--- config.mk ---
export PLATFORM = sky130hd
export DESIGN_NAME = fetch_redirect_controller_flat
export DESIGN_NICKNAME = d
export VERILOG_FILES = /design/src/rtl/fetch_redirect_controller_pkg.sv /design/src/rtl/fetch_redirect_controller_if.sv /design/src/rtl/fetch_redirect_controller_redirect_target_gen.sv /design/src/rtl/fetch_redirect_controller.sv /design/src/flat_wrapper.sv
export SDC_FILE = /design/constraint.sdc
export NUM_CORES = 1
export LEC_CHECK = 0
export CAP_MARGIN = 20
export CORE_AREA = 2 2 186 188
export CTS_CLUSTER_DIAMETER = 60
export CTS_CLUSTER_SIZE = 14
export DETAILED_ROUTE_END_ITERATION = 7
export DIE_AREA = 0 0 188 190
export DONT_BUFFER_PORTS = 1
export MAX_ROUTING_LAYER = met4
export SETUP_SLACK_MARGIN = 0.15
export SLEW_MARGIN = 20
export SYNTH_ARGS = -nofsm -noshare
export SYNTH_HDL_FRONTEND = slang
export SYNTH_SLANG_ARGS = --single-unit
--- constraint.sdc ---
create_clock -name clk -period 7.64 [get_ports clk]
set_input_delay 1.146 -clock clk [delete_from_list [all_inputs] [get_ports clk]]
set_output_delay 1.146 -clock clk [all_outputs]
set_load 0.02 [all_outputs]
--- src/rtl/fetch_redirect_controller_pkg.sv ---
// Shared encodings for the fetch/redirect controller: next-PC selectors,
// fetch FSM states and a small address helper.
package fetch_redirect_controller_pkg;

    localparam int PC_SRC_BITS_COUNT = 2;

    localparam logic [PC_SRC_BITS_COUNT-1:0] PC_SRC_PC_PLUS_4    = 2'd0;
    localparam logic [PC_SRC_BITS_COUNT-1:0] PC_SRC_PC_PLUS_IMM  = 2'd1;
    localparam logic [PC_SRC_BITS_COUNT-1:0] PC_SRC_GPR_PLUS_IMM = 2'd2;

    localparam int FETCH_STATE_BITS_COUNT = 2;

    typedef enum logic [FETCH_STATE_BITS_COUNT-1:0] {
        FETCH_STATE_IDLE  = 2'd0,
        FETCH_STATE_BUSY  = 2'd1,
        FETCH_STATE_DRAIN = 2'd2
    } fetch_state_t;

    localparam logic [31:0] INSTR_BYTES = 32'd4;

    // Register-indirect jump targets always have bit 0 cleared.
    function automatic logic [31:0] clearLsb(input logic [31:0] addr);
        return {addr[31:1], 1'b0};
    endfunction

endpackage

--- src/rtl/fetch_redirect_controller_if.sv ---
// Single-outstanding request/ack instruction-memory channel.
// The fetch controller is the master, the memory the slave.
interface fetch_redirect_controller_if;
    logic        imem_req;
    logic [31:0] imem_addr;
    logic        imem_ack;
    logic [31:0] imem_rdata;

    modport master (
        output imem_req,
        output imem_addr,
        input  imem_ack,
        input  imem_rdata
    );

    modport slave (
        input  imem_req,
        input  imem_addr,
        output imem_ack,
        output imem_rdata
    );
endinterface

--- src/rtl/fetch_redirect_controller_redirect_target_gen.sv ---
// Combinational redirect target for the instruction resolved in execute.
module redirect_target_gen
    import fetch_redirect_controller_pkg::*;
(
    input  logic [PC_SRC_BITS_COUNT-1:0] i_pcSource,
    input  logic [31:0]                  i_exPc,
    input  logic [31:0]                  i_exImm,
    input  logic [31:0]                  i_exGpr,
    output logic [31:0]                  o_target
);

    logic [31:0] w_pcSum;
    logic [31:0] w_gprSum;
    logic [31:0] w_pcNext;

    assign w_pcSum  = i_exPc + i_exImm;
    assign w_gprSum = i_exGpr + i_exImm;
    assign w_pcNext = i_exPc + INSTR_BYTES;

    // Unused selector encodings fall back to the sequential successor.
    always_comb begin
        o_target = w_pcNext;
        case (i_pcSource)
            PC_SRC_PC_PLUS_IMM:  o_target = w_pcSum;
            PC_SRC_GPR_PLUS_IMM: o_target = clearLsb(w_gprSum);
            PC_SRC_PC_PLUS_4:    o_target = w_pcNext;
            default:             o_target = w_pcNext;
        endcase
    end

endmodule

--- src/rtl/fetch_redirect_controller.sv ---
// Owns the PC, sequences single-outstanding instruction fetch, buffers one
// response against decode stalls and applies execute-stage redirects.
module fetch_redirect_controller
    import fetch_redirect_controller_pkg::*;
#(
    parameter logic [31:0] RESET_PC = 32'h0000_0000
) (
    input  logic                         clk,
    input  logic                         rst_n,
    input  logic [PC_SRC_BITS_COUNT-1:0] pc_source,
    input  logic                         branch_taken,
    input  logic                         ex_valid,
    input  logic [31:0]                  ex_pc,
    input  logic [31:0]                  ex_imm,
    input  logic [31:0]                  ex_gpr,
    input  logic                         stall,
    fetch_redirect_controller_if.master  imem,
    output logic                         if_valid,
    output logic [31:0]                  if_pc,
    output logic [31:0]                  if_instr,
    output logic                         flush_if_id,
    output logic                         flush_id_ex,
    output logic [31:0]                  redirect_count
);

    fetch_state_t r_state;
    logic [31:0]  r_pc;
    logic         r_req;
    logic [31:0]  r_addr;

    logic         r_outValid;
    logic [31:0]  r_outPc;
    logic [31:0]  r_outInstr;
    logic         r_holdValid;
    logic [31:0]  r_holdPc;
    logic [31:0]  r_holdInstr;

    logic [31:0]  r_redirectCount;

    logic [31:0]  w_target;
    logic [31:0]  w_pcNext;
    logic         w_redirect;
    logic         w_ack;
    logic         w_accept;
    logic         w_holdNextValid;
    logic         w_issueAfterAck;

    redirect_target_gen u_targetGen (
        .i_pcSource (pc_source),
        .i_exPc     (ex_pc),
        .i_exImm    (ex_imm),
        .i_exGpr    (ex_gpr),
        .o_target   (w_target)
    );

    assign w_redirect = ex_valid & branch_taken;
    assign w_ack      = r_req & imem.imem_ack;
    assign w_pcNext   = r_pc + INSTR_BYTES;

    // Only responses to a live request are kept; DRAIN acks belong to a
    // fetch that a redirect already made stale.
    assign w_accept = w_ack & (r_state == FETCH_STATE_BUSY);

    assign w_holdNextValid = stall ? (r_holdValid | (w_accept & r_outValid))
                                   : (r_holdValid & w_accept);
    assign w_issueAfterAck = ~stall & ~w_holdNextValid;

    assign flush_if_id = w_redirect & rst_n;
    assign flush_id_ex = w_redirect & rst_n;

    assign imem.imem_req  = r_req;
    assign imem.imem_addr = r_addr;

    assign if_valid       = r_outValid;
    assign if_pc          = r_outPc;
    assign if_instr       = r_outInstr;
    assign redirect_count = r_redirectCount;

    always_ff @(posedge clk or negedge rst_n) begin
        if (!rst_n) begin
            r_state <= FETCH_STATE_IDLE;
            r_req   <= 1'b0;
            r_addr  <= RESET_PC;
            r_pc    <= RESET_PC;
        end else begin
            case (r_state)
                FETCH_STATE_IDLE: begin
                    if (w_redirect) begin
                        r_pc    <= w_target;
                        r_addr  <= w_target;
                        r_req   <= 1'b1;
                        r_state <= FETCH_STATE_BUSY;
                    end else if (!stall && !r_holdValid) begin
                        r_addr  <= r_pc;
                        r_req   <= 1'b1;
                        r_state <= FETCH_STATE_BUSY;
                    end
                end
                FETCH_STATE_BUSY: begin
                    if (w_redirect) begin
                        r_pc <= w_target;
                        if (w_ack) begin
                            r_addr <= w_target;
                            r_req  <= 1'b1;
                        end else begin
                            r_state <= FETCH_STATE_DRAIN;
                        end
                    end else if (w_ack) begin
                        r_pc <= w_pcNext;
                        if (w_issueAfterAck) begin
                            r_addr <= w_pcNext;
                            r_req  <= 1'b1;
                        end else begin
                            r_req   <= 1'b0;
                            r_state <= FETCH_STATE_IDLE;
                        end
                    end
                end
                FETCH_STATE_DRAIN: begin
                    // The address stays on the stale fetch until memory lets go.
                    if (w_ack) begin
                        r_addr  <= w_redirect ? w_target : r_pc;
                        r_req   <= 1'b1;
                        r_state <= FETCH_STATE_BUSY;
                    end
                    if (w_redirect) begin
                        r_pc <= w_target;
                    end
                end
                default: begin
                    r_req   <= 1'b0;
                    r_state <= FETCH_STATE_IDLE;
                end
            endcase
        end
    end

    // Output register in front of IF/ID plus a one-entry skid buffer; the
    // older entry always leaves first so delivery order matches fetch order.
    always_ff @(posedge clk or negedge rst_n) begin
        if (!rst_n) begin
            r_outValid  <= 1'b0;
            r_outPc     <= 32'd0;
            r_outInstr  <= 32'd0;
            r_holdValid <= 1'b0;
            r_holdPc    <= 32'd0;
            r_holdInstr <= 32'd0;
        end else if (w_redirect) begin
            r_outValid  <= 1'b0;
            r_outPc     <= 32'd0;
            r_outInstr  <= 32'd0;
            r_holdValid <= 1'b0;
            r_holdPc    <= 32'd0;
            r_holdInstr <= 32'd0;
        end else if (!stall) begin
            if (r_holdValid) begin
                r_outValid  <= 1'b1;
                r_outPc     <= r_holdPc;
                r_outInstr  <= r_holdInstr;
                r_holdValid <= w_accept;
                if (w_accept) begin
                    r_holdPc    <= r_addr;
                    r_holdInstr <= imem.imem_rdata;
                end
            end else if (w_accept) begin
                r_outValid <= 1'b1;
                r_outPc    <= r_addr;
                r_outInstr <= imem.imem_rdata;
            end else begin
                r_outValid <= 1'b0;
            end
        end else if (w_accept) begin
            if (!r_outValid && !r_holdValid) begin
                r_outValid <= 1'b1;
                r_outPc    <= r_addr;
                r_outInstr <= imem.imem_rdata;
            end else if (!r_holdValid) begin
                r_holdValid <= 1'b1;
                r_holdPc    <= r_addr;
                r_holdInstr <= imem.imem_rdata;
            end
        end
    end

    always_ff @(posedge clk or negedge rst_n) begin
        if (!rst_n) begin
            r_redirectCount <= 32'd0;
        end else if (w_redirect) begin
            r_redirectCount <= r_redirectCount + 32'd1;
        end
    end

endmodule

--- src/flat_wrapper.sv ---
// flat-port wrapper written by rule: the top's interface ports become plain ports
module fetch_redirect_controller_flat import fetch_redirect_controller_pkg::*;
#(
    parameter logic [31:0] RESET_PC = 32'h0000_0000
)
  (clk, rst_n, pc_source, branch_taken, ex_valid, ex_pc, ex_imm, ex_gpr, stall, if_valid, if_pc, if_instr, flush_if_id, flush_id_ex, redirect_count, imem_imem_req, imem_imem_addr, imem_imem_ack, imem_imem_rdata);
  fetch_redirect_controller_if imem_i ();
  input  logic clk;
  input  logic rst_n;
  input  logic [PC_SRC_BITS_COUNT-1:0] pc_source;
  input  logic branch_taken;
  input  logic ex_valid;
  input  logic [31:0] ex_pc;
  input  logic [31:0] ex_imm;
  input  logic [31:0] ex_gpr;
  input  logic stall;
  output logic if_valid;
  output logic [31:0] if_pc;
  output logic [31:0] if_instr;
  output logic flush_if_id;
  output logic flush_id_ex;
  output logic [31:0] redirect_count;
  output wire logic [$bits(imem_i.imem_req)-1:0] imem_imem_req;
  output wire logic [$bits(imem_i.imem_addr)-1:0] imem_imem_addr;
  input wire logic [$bits(imem_i.imem_ack)-1:0] imem_imem_ack;
  input wire logic [$bits(imem_i.imem_rdata)-1:0] imem_imem_rdata;
  assign imem_imem_req = imem_i.imem_req;
  assign imem_imem_addr = imem_i.imem_addr;
  assign imem_i.imem_ack = imem_imem_ack;
  assign imem_i.imem_rdata = imem_imem_rdata;
  fetch_redirect_controller #(.RESET_PC(RESET_PC)) u_core (.clk(clk), .rst_n(rst_n), .pc_source(pc_source), .branch_taken(branch_taken), .ex_valid(ex_valid), .ex_pc(ex_pc), .ex_imm(ex_imm), .ex_gpr(ex_gpr), .stall(stall), .imem(imem_i), .if_valid(if_valid), .if_pc(if_pc), .if_instr(if_instr), .flush_if_id(flush_if_id), .flush_id_ex(flush_id_ex), .redirect_count(redirect_count));
endmodule
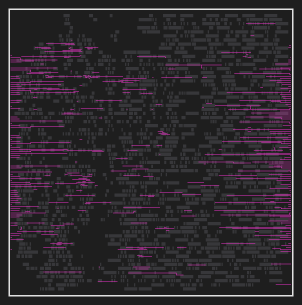
Figure 1: run 1, metal 3.
Scale: 1.5 px per um. Cells faint in the background.
nets with wire on the layer	261
wire length on this layer	3650 um
Vias: 13900
Total Wirelength: 47.2 mm
GR Util met3: 0.0540

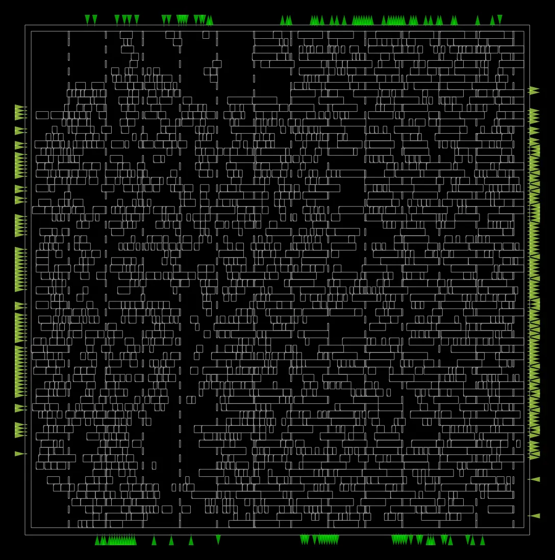
Figure 2: run 1, cell outlines without signal wires.
Final Core Density: 0.489
Final Non-Filler Cells: 2284
n_taps: 455
num sequential: 229
Fillers: 3318

==> impl_metrics.json, run 1 <==
{
  "most_common_cell": "nand2_1",
  "dieArea_um2": 35700,
  "nMultiInputCombCells": 1535,
  "worst_slack_ns": 3.72,
  "outcome": "complete, no violations",
  "numCtsBuffers": 20,
  "flop_cell": "dfrtp_1",
  "routed_via_density": 6.07,
  "ys_seq_frac": 0.364,
  "logic_area_um2": 9500,
  "async_flop_share": 1.00,
  "grt_pass1_wl_mm": 73.6,
  "power_leakage_nw": 6.67,
  "max_freq_ghz": 0.255,
  "cts_buffer_depth": 3,
  "seq-power_mw": 2.36,
  "hold_path.class": "input pin to async pin",
  "grt_most_used_layer": "met2",
  "seq_area_um2": 5730,
  "comb_share": 0.572,
  "top_area_frac": 0.364,
  "pwr-share-clk": 0.197,
  "crit_required_ns": 8.02,
  "final_cell_mix": "370 x nand2_1, 229 x dfrtp_1, 182 x a21oi_1",
  "combPwrFrac": 0.315
}
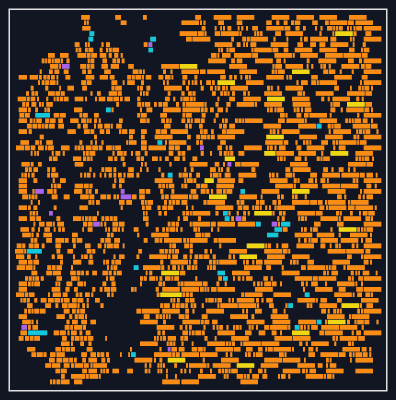
Figure 3: run 1, drive-strength map.
Scale: 2 px per um.
size	colour	cells
_0 and _1 cells	orange	1766
_6 and larger	yellow	24
_3 and _4 cells	cyan	26
_2 cells	purple	13
Signal buffers: 19
Finished Cell Area: 16600 um2
area grow syn2layout: 5.51%

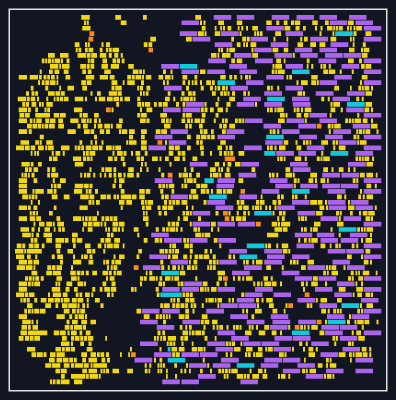
Figure 4: run 1, cell classes on the final placement.
Scale: 2 px per um.
class	colour	cells	share of their area
combinational and other logic	yellow	1557	60%
other buffers and delay cells	orange	19	0.94%
clock drivers and dummy loads	cyan	24	3.5%
flops	purple	229	36%
core area: 33900 um2
# rows: 68

-- run 1: how the worst max path moves through the flow --
stage / to / slack, ns / cells past startpoint
floorplan: u_core.imem.imem_addr[30] / 3.89 / 11
global placement: u_core.imem.imem_addr[31] / 3.41 / 10
detailed placement: u_core.imem.imem_addr[31] / 3.30 / 10
CTS: u_core.imem.imem_addr[31] / 3.80 / 10
global route: u_core.imem.imem_addr[31] / 3.59 / 10
finish: u_core.imem.imem_addr[31] / 3.72 / 10
-- run 1: state kept, by name, indices dropped and copies added (netlist names) --
register / count
u_core.if_instr: 32
u_core.if_pc: 32
u_core.if_valid: 1
u_core.imem.imem_addr: 32
u_core.imem.imem_req: 1
u_core.r_holdInstr: 32
u_core.r_holdPc: 32
u_core.r_holdValid: 1
u_core.r_pc: 32
u_core.r_state: 2
u_core.redirect_count: 32
==> inputs of run 2 (changes only) <==
==> constraint.sdc (replaced) <==
create_clock -name clk -period 3.2 [get_ports clk]
set_input_delay 0.48 -clock clk [delete_from_list [all_inputs] [get_ports clk]]
set_output_delay 0.48 -clock clk [all_outputs]
set_load 0.02 [all_outputs]
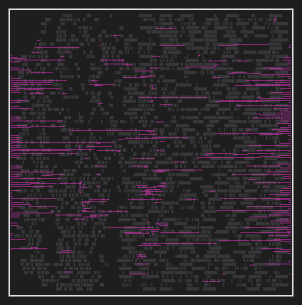
Figure 5: run 2, metal 3.
Scale: 1.5 px per um. Cells faint in the background.
nets with wire on the layer	262
longest straight run	67.4 um
main direction	horizontal
wire length on this layer	3490 um
GR Util met3: 0.0535
Total Wirelength: 48.5 mm
Vias: 14200

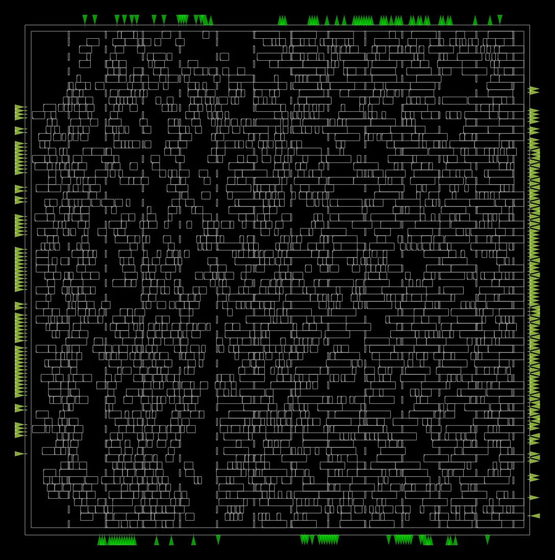
Figure 6: run 2, cell outlines without signal wires.
Final Non-Filler Cells: 2386
Fillers: 3298
Seq area share: 0.329

==> impl_metrics.json, run 2 <==
{
  "outcome": "finished, violations left",
  "violations": "negative hold slack",
  "comb_share": 0.545,
  "final_cell_mix": "370 x nand2_1, 229 x dfrtp_1, 182 x a21oi_1",
  "seq_cell_count": 229,
  "worst_slack_ns": 0.313,
  "async_flop_share": 1.00,
  "top_area_frac": 0.364,
  "core_area_um2": 33900,
  "flop_cell": "dfrtp_1",
  "most_common_cell": "nand2_1",
  "power_leakage_nw": 7.18,
  "hold_viol": 229,
  "n_all_buffers": 121,
  "crit_required_ns": 3.59,
  "rows": 68,
  "xor_area_frac": 0.0718,
  "logic_area_um2": 9500,
  "final_area_um2": 17400,
  "max_freq_ghz": 0.346,
  "routed_via_density": 5.95,
  "top_layer": "met4",
  "numCtsBuffers": 20,
  "ys_seq_frac": 0.364,
  "hold_slack_ns": -0.325,
  "cts_buffer_depth": 3,
  "grt_most_used_layer": "met2",
  "area.growth.synth_to_final_pct": 10.7,
  "edf_count": 0,
  "insertion_delay_ns": 0.50,
  "seq_area_um2": 5730,
  "utilization": 0.513,
  "hold_path.class": "input pin to async pin",
  "tap_cells": 455,
  "dieArea_um2": 35700,
  "seq-power_mw": 5.62,
  "grt_pass1_wl_mm": 76.6
}
## run 2: cell counts after synthesis
Identical to the previous run, type by type.
## run 2: final timing paths
| kind | cells past startpoint | startpoint | endpoint | slack, ns |
|---|---|---|---|---|
| max in group asynchronous | 0 | rst_n | u_core.redirect_count[30] | 3.16 |
| min in group clk | 2 | imem_imem_rdata[11] | u_core.r_holdInstr[11] | 0.11 |
| min | 0 | rst_n | u_core.r_holdInstr[10] | -0.33 |
| max | 11 | ex_pc[6] | u_core.imem.imem_addr[31] | 0.31 |
| min reg2reg | 2 | u_core.r_pc[0] | u_core.r_pc[0] | 0.48 |
| max reg2reg | 10 | u_core.r_pc[2] | u_core.imem.imem_addr[26] | 0.54 |
==> inputs of run 3 (changes only) <==
--- a/config.mk
+++ b/config.mk
@@ -12,7 +12,6 @@
 export DETAILED_ROUTE_END_ITERATION = 7
 export DIE_AREA = 0 0 188 190
 export DONT_BUFFER_PORTS = 1
-export MAX_ROUTING_LAYER = met4
 export SETUP_SLACK_MARGIN = 0.15
 export SLEW_MARGIN = 20
 export SYNTH_ARGS = -nofsm -noshare
==> constraint.sdc (replaced) <==
create_clock -name clk -period 2.8 [get_ports clk]
set_input_delay 0.56 -clock clk [delete_from_list [all_inputs] [get_ports clk]]
set_output_delay 0.56 -clock clk [all_outputs]
set_load 0.02 [all_outputs]
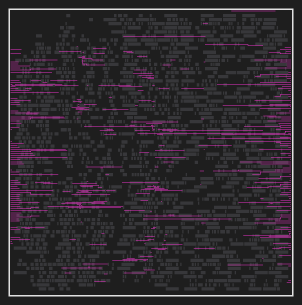
Figure 7: run 3, metal 3.
Scale: 1.5 px per um. Cells faint in the background.
main direction	horizontal
share of all routed wire	7.4%
nets with wire on the layer	281
GR Util met3: 0.0533
Vias: 14700
Total Wirelength: 49.4 mm

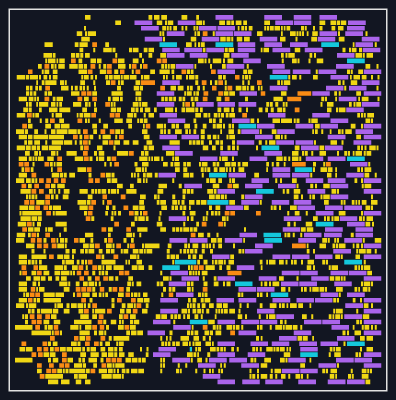
Figure 8: run 3, cell classes on the final placement.
Scale: 2 px per um.
class	colour	cells	share of their area
clock drivers and dummy loads	cyan	24	3.3%
flops	purple	229	32%
combinational and other logic	yellow	1557	55%
other buffers and delay cells	orange	216	9.4%
Seq area share: 0.309
Final Core Density: 0.547
Finished Cell Area: 18600 um2

==> impl_metrics.json, run 3 <==
{
  "outcome": "finished, violations left",
  "violations": "negative hold slack",
  "max_freq_ghz": 0.361,
  "dieArea_um2": 35700,
  "xor_area_frac": 0.0718,
  "seq_area_um2": 5730,
  "comb_share": 0.533,
  "rows": 68,
  "flop_cell": "dfrtp_1",
  "crit_path_end": "u_core.imem.imem_addr[30]",
  "hold_slack_ns": -0.232,
  "most_common_cell": "nand2_1",
  "hold_viol": 229,
  "logic_area_um2": 9900,
  "power_leakage_nw": 7.74,
  "nFillCells": 3165,
  "tap_cells": 455,
  "grt_most_used_layer": "met2",
  "r2r-start": "u_core.r_pc[2]",
  "top_area_frac": 0.364,
  "seq_cell_count": 229,
  "edf_count": 0,
  "reg2reg_to": "u_core.imem.imem_addr[26]",
  "async_flop_share": 1.00,
  "r2r_slack_ns": 0.36,
  "numCtsBuffers": 20,
  "n_all_buffers": 216,
  "cts_buffer_depth": 3,
  "area.growth.synth_to_final_pct": 18.0,
  "insertion_delay_ns": 0.49,
  "layoutNonFillerInstCount": 2481,
  "hold_path.class": "input pin to async pin"
}
-- run 3: power by group through the flow --
stage | Combinational (mW) | Sequential, mW | Clock [mW]
floorplan | 3.33 | 5.94 | 0
global placement | 4.52 | 6.46 | 0
detailed placement | 4.62 | 6.51 | 0
CTS | 4.66 | 6.45 | 2.73
global route | 5.32 | 6.61 | 2.85
finish | 4.76 | 6.45 | 2.67
-- run 3: worst max-delay path, stage by stage --
cell      delay [ns]
and2_4          0.14
fa_2            0.33
a21o_1          0.18
a311oi_2        0.36
nor3_2          0.13
or3_4           0.35
o21a_1          0.20
a31oi_2         0.15
mux2i_1         0.28
and4bb_1        0.29
o31ai_2         0.18
Power and IR drop assume default switching activity.
